### src/rtl/lut_product_accumulator.sv
// Accumulate stage for the constant LUT multiplier: sums a burst of cfg_len products
// and hands the registered sum downstream. Define LUTACC_SAT_EN to clamp instead of wrap.
module lut_product_accumulator #(
  parameter int ACC_W = 24,
  parameter int LEN_W = 8
) (
  input  logic             clk,
  input  logic             rst,
  input  logic [LEN_W-1:0] cfg_len,
  input  logic             in_valid,
  output logic             in_ready,
  input  logic [15:0]      in_data,
  output logic             out_valid,
  input  logic             out_ready,
  output logic [ACC_W-1:0] out_sum,
  output logic             out_ovf,
  output logic [1:0]       dbg_state
);

  // Handshake: a transfer happens on a rising edge where valid & ready are both high;
  // valid never depends on ready, and the payload is held stable while valid & !ready.

  typedef enum logic [1:0] {
    IDLE = 2'd0,
    ACC  = 2'd1,
    HOLD = 2'd2
  } state_t;

  state_t           state_q, state_d;
  logic [ACC_W-1:0] acc_q, acc_d;
  logic             ovf_q, ovf_d;
  logic [LEN_W-1:0] cnt_q, cnt_d;
  logic [LEN_W-1:0] len_q, len_d;

  logic             beat;
  logic [LEN_W-1:0] len_eff;
  logic [LEN_W-1:0] cnt_inc;
  logic [ACC_W:0]   sum_w;
  logic             carry;
  logic [ACC_W-1:0] acc_next;

  assign in_ready  = (state_q != HOLD);
  assign out_valid = (state_q == HOLD);
  assign out_sum   = acc_q;
  assign out_ovf   = ovf_q;
  assign dbg_state = state_q;

  assign beat    = in_valid & in_ready;
  assign len_eff = (cfg_len == '0) ? LEN_W'(1) : cfg_len;
  assign cnt_inc = cnt_q + LEN_W'(1);
  assign sum_w   = {1'b0, acc_q} + {{(ACC_W-15){1'b0}}, in_data};
  assign carry   = sum_w[ACC_W];

`ifdef LUTACC_SAT_EN
  // Once clamped, every later add carries again, so the clamp holds for the burst.
  assign acc_next = carry ? {ACC_W{1'b1}} : sum_w[ACC_W-1:0];
`else
  assign acc_next = sum_w[ACC_W-1:0];
`endif

  always_ff @(posedge clk or posedge rst) begin
    if (rst) begin
      state_q <= IDLE;
      acc_q   <= '0;
      ovf_q   <= 1'b0;
      cnt_q   <= '0;
      len_q   <= '0;
    end else begin
      state_q <= state_d;
      acc_q   <= acc_d;
      ovf_q   <= ovf_d;
      cnt_q   <= cnt_d;
      len_q   <= len_d;
    end
  end

  always_comb begin
    state_d = state_q;
    acc_d   = acc_q;
    ovf_d   = ovf_q;
    cnt_d   = cnt_q;
    len_d   = len_q;
    case (state_q)
      IDLE: begin
        if (beat) begin
          len_d   = len_eff;
          acc_d   = {{(ACC_W-16){1'b0}}, in_data};
          cnt_d   = LEN_W'(1);
          ovf_d   = 1'b0;
          state_d = (len_eff == LEN_W'(1)) ? HOLD : ACC;
        end
      end
      ACC: begin
        if (beat) begin
          acc_d = acc_next;
          ovf_d = ovf_q | carry;
          cnt_d = cnt_inc;
          if (cnt_inc == len_q) state_d = HOLD;
        end
      end
      HOLD: begin
        if (out_ready) state_d = IDLE;
      end
      default: state_d = IDLE;
    endcase
  end

endmodule
### config.mk
export PLATFORM = sky130hd
export DESIGN_NAME = lut_product_accumulator
export DESIGN_NICKNAME = d
export VERILOG_FILES = /design/src/rtl/lut_product_accumulator.sv
export SDC_FILE = /design/constraint.sdc
export NUM_CORES = 1
export LEC_CHECK = 0
export CORE_MARGIN = 2
export CORE_UTILIZATION = 41
export DETAILED_ROUTE_END_ITERATION = 8
export GPL_TIMING_DRIVEN = 0
export PLACE_DENSITY_LB_ADDON = 0.08
export SETUP_SLACK_MARGIN = 0.1
export SLEW_MARGIN = 20
export SYNTH_ARGS = -nofsm -noshare
export SYNTH_HDL_FRONTEND = slang
export SYNTH_SLANG_ARGS = --single-unit
### constraint.sdc
create_clock -name clk -period 2.6 [get_ports clk]
set_clock_uncertainty 0.05 [all_clocks]
set_input_delay 0.39 -clock clk [delete_from_list [all_inputs] [get_ports clk]]
set_output_delay 0.39 -clock clk [all_outputs]
set_load 0.02 [all_outputs]
==> run_1/met1.png <==
The bar under the picture is 20 um long. Supply wires on this layer in grey.
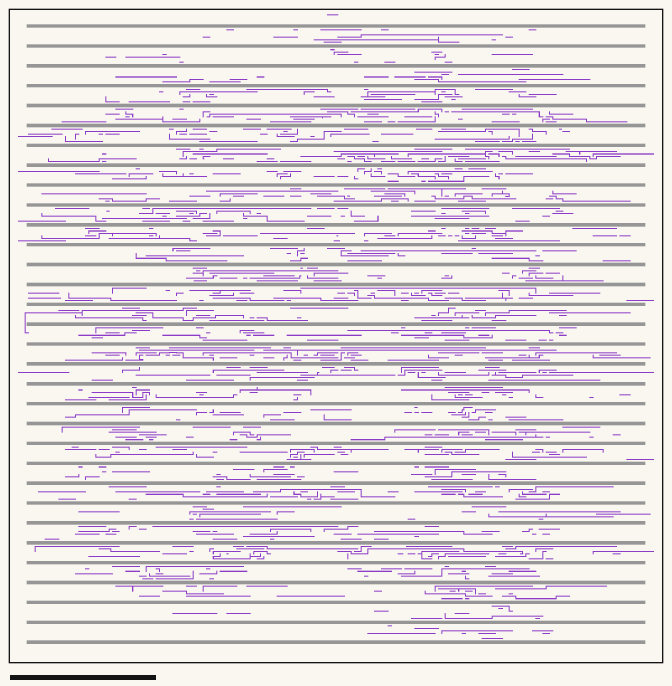
nets with wire on the layer: 418
wire length on this layer: 3750 um
longest straight run: 40.0 um

==> run_1/met2.png <==
Cells faint in the background.
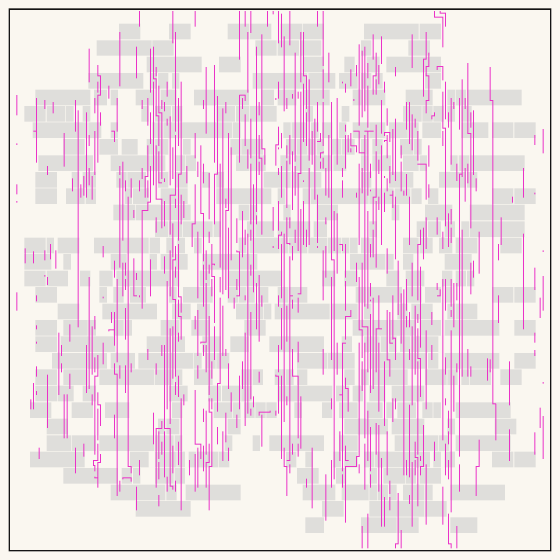
share of all routed wire: 47%
wire length on this layer: 3730 um
longest straight run: 50.1 um
main direction: vertical
nets with wire on the layer: 389

==> run_1/met3.png <==
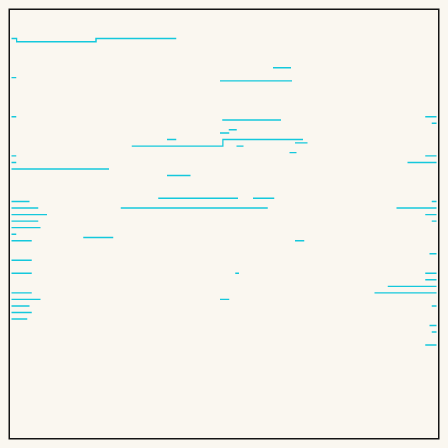
main direction: horizontal
nets with wire on the layer: 48
longest straight run: 30.4 um

==> run_1/final_congestion.png <==
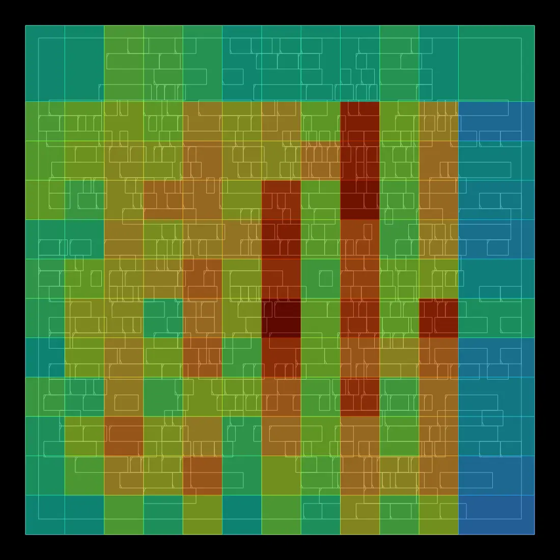
utilization after layout: 54.4%
met3 GRT Util: 2.31%
drt wl/cell: 15.5 um

==> changes_impl.md, run 1 <==
### Metrics

- Status: completed
- Unique cell types: 51
- Vias per cell: 5.38
- Most instantiated cells after synthesis: nand2_1 (44), dfrtp_1 (43), a21oi_1 (26), nor2_1 (24), o21ai_0 (21)
- Number of CTS-inserted buffers: 5
- Die height: 89.2 um
- Critical Path Sink: out_sum[13]$_DFFE_PP0P_
- Fill cell count: 695
- Initial antenna violation count: 0
- Design area: 3880 um^2
- Most used logic cell in the final layout: clkdlybuf4s50_1
- Crit share post-route: 93.9%
- FF-to-FF End: out_sum[12]$_DFFE_PP0P_
- Logic share of the area: 48.6%
- Fp util: 41.7%
- LEAKAGE: 1.70 nW
- Sequential share of cell area: 27.7%
- Layout cells sized above 1: 10.9%
- Vias in the first global route: 2613
- Worst Hold Class: in -> async
- Clock sink count: 43
- Signal buffers share of area: 17.2%
- Chip width: 89.2 um
- Non-CTS buffers: 74
- Core area: 7140 um^2
- ANT nets after route: 0
- Sw power: 2.32 mW
- Comb power frac: 65.3%
- Critical path type: in -> reg
- Combinational logic power: 3.24 mW
- Initial DRC count: 101
- I/O Buffers: 56
- GPL Wtd Cong: 0.843
- Most numerous cell in the Yosys netlist: nand2_1
- Net Sw Frac: 46.7%
- Internal Pwr Total: 2.65 mW
- H-tree depth: 2
- Syn_nets: 389
- Pre-CTS WS: -0.349 ns
- Power consumption: 4.96 mW
- Comb area: 1890 um^2
- Critical path depth in cells: 8
-- run 1: sequential cells by signal (all words and copies together) (netlist names) --
register   count
len_q          8
cnt_q          8
dbg_state      2
out_sum       24
out_ovf        1
-- run 1: per-layer routing --
layer	wire length, um	GRT usage (%)	share of wire, %	vias up
li1	-	-	-	1367
met1	3750	27.6	47	1300
met2	3730	33.4	47	67
met3	312	2.31	3.9	11
met4	120	5.83	1.5	0
met5	0	0	0	-
-- run 1: cell families after synthesis --
family | share of synthesized area, %
multiplexers | 5.33
buffers and inverters | 3.28
adder cells (fa/ha/maj) | 7.81
flip-flops | 36.1
AND-OR/OR-AND | 22.0
AND/OR/NAND/NOR | 18.7
XOR/XNOR | 6.76
==> run 2, diff against run 1 <==
- REMOVE_ABC_BUFFERS: default -> 1
==> run_2/cell_classes.png <==
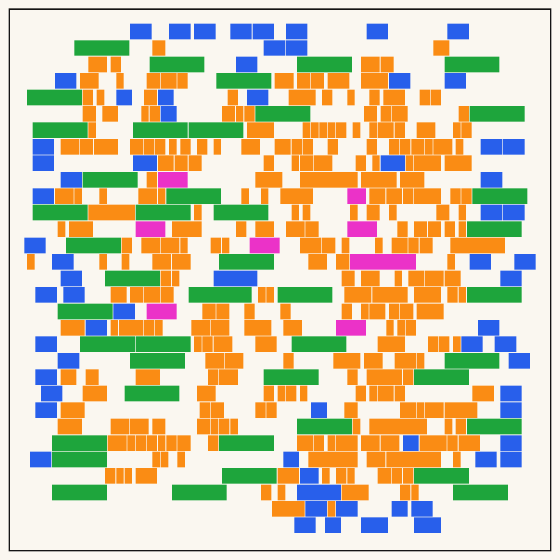
legend:
  green:
    class: flip-flops
    cells: 43
    share_of_their_area: 28%
  magenta:
    class: clock drivers and dummy loads
    cells: 8
    share_of_their_area: 3.1%
  blue:
    class: other buffers and delay cells
    cells: 68
    share_of_their_area: 18%
  orange:
    class: all other logic
    cells: 287
    share_of_their_area: 51%

==> run_2/met2.png <==
Cells faint in the background.
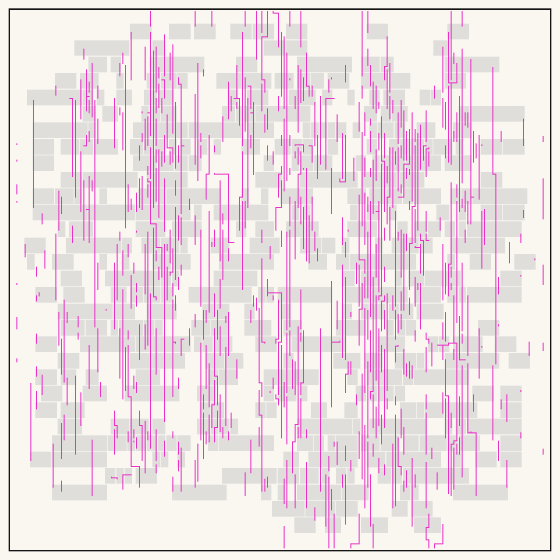
longest straight run: 37.4 um
nets with wire on the layer: 371
wire length on this layer: 3510 um

==> run_2/met1.png <==
The bar under the picture is 20 um long. Supply wires on this layer in grey.
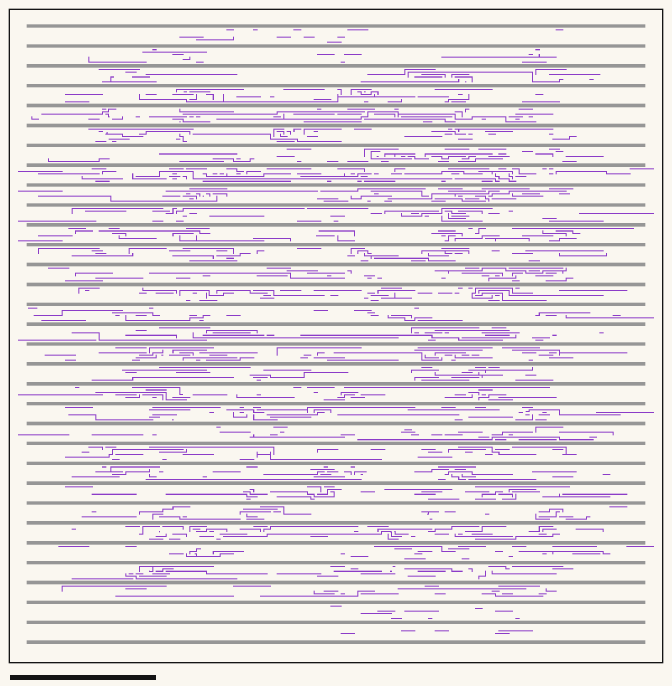
longest straight run: 35.4 um
wire length on this layer: 3600 um
share of all routed wire: 48%

==> changes_impl.md, run 2 <==
### Metrics

- Status: completed (unchanged)
- Die height: 89.2 um (unchanged)
- Core area: 7140 um^2 (unchanged)
- LEAKAGE: 1.72 nW (was 1.70 nW)
- Initial antenna violation count: 0 (unchanged)
- Design area: 3990 um^2 (was 3880 um^2)
- Top routing layer used: met4 (unchanged)
- Max reg flops: 24 (unchanged)
- Number of CTS-inserted buffers: 5 (unchanged)
- Fill cell count: 673 (was 695)
- Met2 wire len: 3510 um (was 3730 um)
- Clock sink count: 43 (unchanged)
- Unique cell types: 51 (unchanged)
- GRT busiest layer: met2 (unchanged)
- Initial DRC count: 125 (was 101)
- Worst Hold Class: in -> async (unchanged)
- DR WL met3: 310 um (was 312 um)
- Power consumption: 5.13 mW (was 4.96 mW)
- FF-to-FF End: out_ovf$_DFFE_PP0P_ (was out_sum[12]$_DFFE_PP0P_)
- I/O Buffers: 56 (unchanged)
- Critical path depth in cells: 10 (was 8)
- Vias in the first global route: 2637 (was 2613)
- Grt met2 use: 33.1% (was 33.4%)
- Crit share post-route: 93.7% (was 93.9%)
- H-tree depth: 2 (unchanged)
- Vias per cell: 5.34 (was 5.38)
- Utilization after layout: 55.9% (was 54.4%)
- Most instantiated cells after synthesis: nand2_1 (44), dfrtp_1 (43), a21oi_1 (26), nor2_1 (24), o21ai_0 (21) (unchanged)
- M1 WL: 3600 um (was 3750 um)
- Fp util: 41.7% (unchanged)
- Net Sw Frac: 44.8% (was 46.7%)
- Chip width: 89.2 um (unchanged)
- Comb power frac: 62.0% (was 65.3%)
- Layout cells sized above 1: 14.0% (was 10.9%)
- Most numerous cell in the Yosys netlist: nand2_1 (unchanged)
- Pre-CTS WS: -0.395 ns (was -0.349 ns)
## run 2: cell counts after synthesis
No cell type changed its count.
## run 2: cell families after synthesis
kind of cell / count (synthesis) / share of synthesized area (%)
fa+ha+maj: 18 / 7.81
buf+inv: 25 / 3.28
xor+xnor: 23 / 6.76
mux: 15 / 5.33
simple gates: 118 / 18.7
compound gates: 101 / 22.0
flops: 43 / 36.1
## run 2: cell type report
type                    instances  area (um^2)  share of cell area (%)
clock buffers                   6         82.6                    2.07
clock inverters                 2         38.8                   0.972
inverters                      11         45.0                    1.13
multi-input cells             275         1930                    48.3
flip-flops and latches         43         1080                    27.1
well taps                      99          124                    3.11
repair buffers                 68          687                    17.2
repair inverters                1         5.00                   0.125
==> run 3, diff against run 2 <==
- CAP_MARGIN: default -> 20
==> run_3/final_congestion.png <==
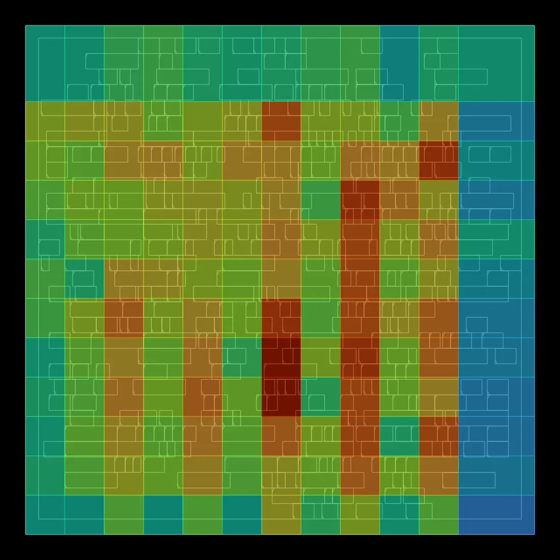
Total GRT Usage: 19.6%
grt met2 use: 33.1%
GRT busiest layer: met2
met3 GRT Util: 3.32%

==> run_3/cell_classes.png <==
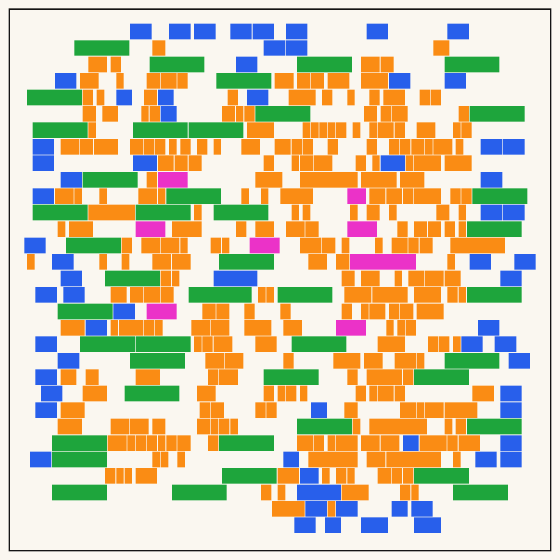
legend:
  green:
    class: flip-flops
    cells: 43
    share_of_their_area: 28%
  orange:
    class: all other logic
    cells: 287
    share_of_their_area: 51%
  magenta:
    class: clock drivers and dummy loads
    cells: 8
    share_of_their_area: 3.1%
  blue:
    class: other buffers and delay cells
    cells: 68
    share_of_their_area: 18%

==> run_3/met1.png <==
The bar under the picture is 20 um long. Supply wires on this layer in grey.
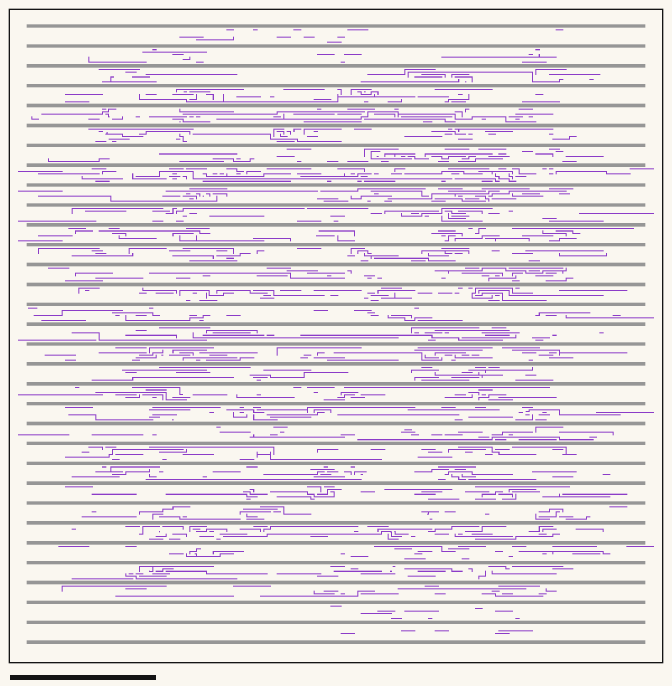
share of all routed wire: 48%
wire length on this layer: 3600 um
nets with wire on the layer: 405
longest straight run: 35.4 um

==> changes_impl.md, run 3 <==
### Metrics

- Worst Hold Class: in -> async (unchanged)
- Initial antenna violation count: 0 (unchanged)
- Fp util: 41.7% (unchanged)
- GPL Wtd Cong: 0.832 (unchanged)
- Top logic family: AND-OR/OR-AND gates (unchanged)
- H-tree depth: 2 (unchanged)
- Initial DRC count: 125 (unchanged)
- Fill cell count: 673 (unchanged)
- Layout cells sized above 1: 14.0% (unchanged)
- Clock-cell share of area: 3.04% (unchanged)
- Top routing layer used: met4 (unchanged)
- Inverters: 12 (unchanged)
- Met2 wire len: 3510 um (unchanged)
- Sequential share of cell area: 27.1% (unchanged)
- Register Area: 1080 um^2 (unchanged)
- Die height: 89.2 um (unchanged)
- Combinational logic power: 3.18 mW (about the same)
- Status: completed (unchanged)
- Clock buffer count: 6 (unchanged)
- Most instantiated cells after synthesis: nand2_1 (44), dfrtp_1 (43), a21oi_1 (26), nor2_1 (24), o21ai_0 (21) (unchanged)
- Most numerous cell in the Yosys netlist: nand2_1 (unchanged)
- Vias in the first global route: 2637 (unchanged)
- Logic share of the area: 48.3% (unchanged)
- Design area: 3990 um^2 (unchanged)
- Grt met1 use: 26.7% (unchanged)
- Max reg flops: 24 (unchanged)
- Utilization after layout: 55.9% (unchanged)
run 3: cell counts in the layout (fill, tap and decap cells not counted):
Identical to the previous run, type by type.
run 3: cells by family after synthesis:
group	count (synthesis)
flops	43
buf+inv	25
xor+xnor	23
simple gates	118
compound gates	101
mux	15
fa+ha+maj	18
run 3: repair_timing:
item                                    in CTS  in global routing
endpoints found under the hold margin        0                  0
endpoints found under the setup margin      10                 12
cloned                                       1                  0
pin swaps                                    7                  8
buffers inserted                             4                  6
resized                                     15                 13
run 3: worst register-to-register path: stages, from the launching register on:
cell and delay, ns:
dfrtp_1 0.41, ha_2 0.18, inv_1 0.07, fa_2 0.19, and2b_2 0.24, o2111ai_4 0.24
a21oi_4 0.11, buf_6 0.13, o21ai_4 0.20, nand2_2 0.10, buf_6 0.15, a31oi_4 0.14
nor2_1 0.05
Power and IR drop assume default switching activity.
